### Clock wiring as the flow saved it

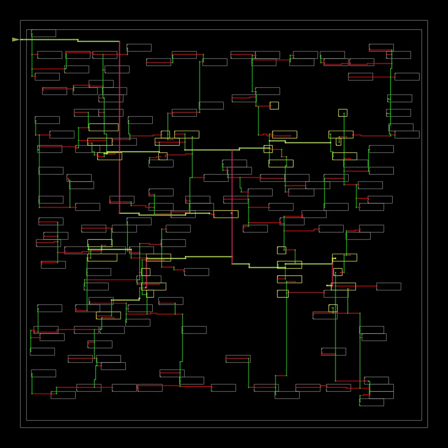
### Met2 routing

Scale: 2 px per um.
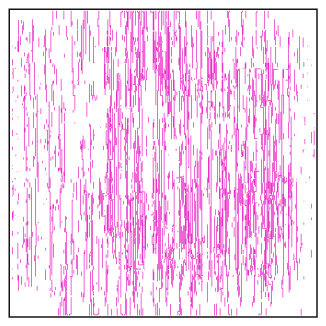
### Floorplan with the power grid

Scale: 2 px per um. Pins as bars on the die edge. Tap cells in grey.
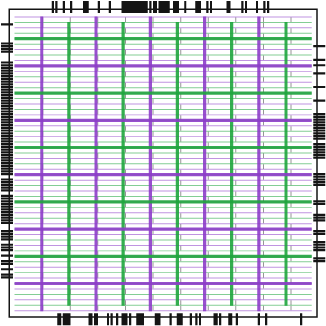
### Signal wires by layer

Scale: 2 px per um.
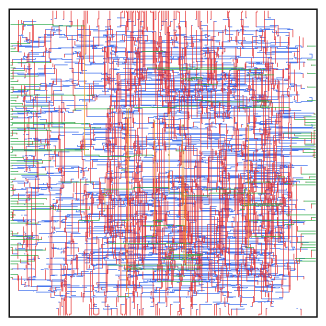
==> config.mk <==
export PLATFORM = sky130hd
export DESIGN_NAME = load_store_unit
export DESIGN_NICKNAME = d
export VERILOG_FILES = /design/src/rtl/mem_pkg.sv /design/src/rtl/load_extend.sv /design/src/rtl/load_store_unit.sv
export SDC_FILE = /design/constraint.sdc
export NUM_CORES = 1
export LEC_CHECK = 0
export ABC_AREA = 1
export CAP_MARGIN = 5
export CELL_PAD_IN_SITES_DETAIL_PLACEMENT = 0
export CELL_PAD_IN_SITES_GLOBAL_PLACEMENT = 1
export CORE_MARGIN = 2
export CORE_UTILIZATION = 35
export DETAILED_ROUTE_END_ITERATION = 7
export GPL_TIMING_DRIVEN = 0
export PLACE_DENSITY_LB_ADDON = 0.1
export SETUP_SLACK_MARGIN = 0.3
export SLEW_MARGIN = 15
export SYNTH_ARGS = -nofsm -noshare
export SYNTH_HDL_FRONTEND = slang
export SYNTH_HIERARCHICAL = 1
export SYNTH_SLANG_ARGS = --single-unit
==> constraint.sdc <==
create_clock -name clk -period 4.66 [get_ports clk]
set_input_delay 0.466 -clock clk [delete_from_list [all_inputs] [get_ports clk]]
set_output_delay 0.466 -clock clk [all_outputs]
set_load 0.02 [all_outputs]
==> results.cfg <==
; flow metrics
[route]
drc = 0
dr.first_iter.drc_count = 507
dr.pass1.iters = 5
antenna_left = 0
viasPerCell = 4.769

[critical_path]
critPathLaunchType = flip-flop
worstSetupPathType = reg -> out
required_ps = 4190
crit_path_end_kind = output pin
worst-path-max-fanout = 12
worstPathArrival_ps = 3600
ff2ff_path_depth = 7
rrSetupSlack_ps = 3110

[yosys]
yosysUniqueCellTypes = 43
synthesis.area_sq_um = 7779
yosys-stat-cells = 1065
top_cells_by_area = dfrtp_1 (43%), nand2_1 (25%), a21oi_1 (3.9%)
yosysWarnings = 6
top_area_cell = dfrtp_1
synthCells = 1065
edf_count = 0
yosysChipArea_sq_um = 7779
yosysTopAreaCellShare_pct = 43.43
ys_seq_share_pct = 43.43
synth.avg_cell_area_sq_um = 7.304
synth-seq-cells = 135
async_flop_share_pct = 100.0
ys.flop_type = dfrtp_1

[cts]
clk_pin_slew_ps = 70
post_cts_buffers = 0
cts_tree = yes
clock-sinks = 135
ctsLongestPathBuffers = 2
clkLatencyLatePin_ps = 430
cts-buffers-inserted = 17
cts_max_level = 4
root_buffer = clkbuf_16

[sta]
skew_ps = 9.238
slew_viol_final = 0
hold_viol = 0
finalClockPeriodUsage_pct = 87.29
max_freq_mhz = 245.8
relSlewSlack_pct = 47.69
worst_pin_slew_ps = 777.7
rsz0062_at_grt = false
timing.final.ws_setup_ps = 592.5
hold_slack_ps = 448.7
setup_viol = 0
period_minus_slack_ps = 4068

[power_and_ir_drop]
leakage_nw = 5.314
power_per_cell_area_nw_per_um2 = 696.6

[cells_and_area]
lay_top_count = nand2_1
design_area_sq_um = 10780
finalNetCount = 1395
post-route-util_pct = 49.40
diodes = 0
drive_gt1_share_pct = 10.39
area_growth_syn_to_layout_pct = 38.59
lay_top_cells = nand2_1 (512), clkdlybuf4s50_1 (201), dfrtp_1 (134), a21oi_1 (60), inv_1 (59)

[grt]
antenna_found_initial = 0
grt_max_degree = 86
grt_pass1_vias = 7448
overflow = 0
grt_pass1_wl_mm = 42.72

[floorplanning]
num_rows = 54
initial_utilization_pct = 35.64
die-area_sq_um = 23430
io_pins = 204

[placed_design]
placed_area_sq_um = 10180
dpl.hpwl_mm = 21.17
post-place-ws_ps = 783.3
io_buffers = 201
place_congestion = 0.8824

[hold_path]
hold_path.class = in -> async

[job]
tool_warnings = 30
drv_cap = 0

[run_status]
status = completed
Notes on 'Clock wiring as the flow saved it' above:
clock buffers: 17
Clk power: 1.39 mW

Notes on 'Met2 routing' above:
longest straight run: 71.1 um
share of all routed wire: 45%
via count: 7531
global routing usage on met2: 36.67%
Routed WL: 27.64 mm

Notes on 'Floorplan with the power grid' above:
[green] VDD
[purple] VSS
signal pins: 204
met5 straps: 10
worst vdd ir: 0.0003200 V
chip width: 153.1 um
die height: 153.1 um
Core ar.: 21820 sq um

Notes on 'Signal wires by layer' above:
[red] M2 | wire length: 12300 um
[orange] M4 | wire length: 512 um
[green] M3 | wire length: 1810 um
[blue] M1 | wire length: 13000 um
DR WL/cell: 17.50 um
gr usage total: 23.75%

[through the flow]
step                      TNS [ps]  total power, mW  cells
after global routing             0            8.092   1579
final                            0            7.510   1579
after CTS                        0            7.560   1579
after detailed placement         0            6.140   1548
after global placement     -219880            6.127   1547
after floorplan                  0            4.593   1066
[kinds of logic after synthesis]
kind of cell	after synthesis	synth area share (%)
mux	12	1.737
simple gates	636	34.31
flops	135	43.43
compound gates	151	11.15
fa+ha+maj	5	0.8042
buf+inv	125	8.525
other cells	1	0.04821
[cell usage after synthesis, drive strengths merged (3+ instances only)]
library cell and number:
inv 63, clkbuf 19, o211ai 13, o21ai 45, nor2 51, mux2 12
buf 40, nand3 44, dfrtp 135, nand2 525, a21oi 60, a21boi 25
clkinv 3, or2 7, a31oi 5, ha 5, and2 7
[cell type report]
type                       instances  area (sq um)
clock buffer                      17         425.4
clock inverter                    14         162.7
fill                            2273         11040
inverter                          66         269.0
timing repair buffer             202          2039
buffer                            59         405.4
sequential                       135          3379
tap                              280         350.3
multi-input combinational        806          3749
[worst max-delay path: stages, from the launching register on]
cell             delay (ps)
dfrtp_2                 500
clkinvlp_4              250
clkbuf_1                310
ha_1                    440
inv_1                    60
nor2_1                  420
nand3_1                 150
nand2_1                  80
nand2_1                  50
a21oi_1                 250
clkdlybuf4s50_1         660
[power by group]
group | switching, mW | leakage, nW | total [mW] | internal, mW
clock | 0.589 | 0.288 | 1.39 | 0.802
sequential | 0.455 | 1.69 | 2.17 | 1.72
combinational | 2.41 | 3.34 | 3.95 | 1.54
[metal layers]
| metal | up-vias | track usage [%] | part of all wire [%] |
|---|---|---|---|
| li1 | 3790 | - | - |
| met1 | 3481 | 33.12 | 47 |
| met2 | 234 | 36.67 | 45 |
| met3 | 26 | 6.493 | 6.6 |
| met4 | 0 | 5.864 | 1.8 |
| met5 | - | 0 | 0 |
[timing repair]
action,CTS,global route
hold buffers,0,0
gates resized,0,5
setup endpoints to repair,0,23
Power figures rest on the tool's default switching activity, not on a simulated workload.
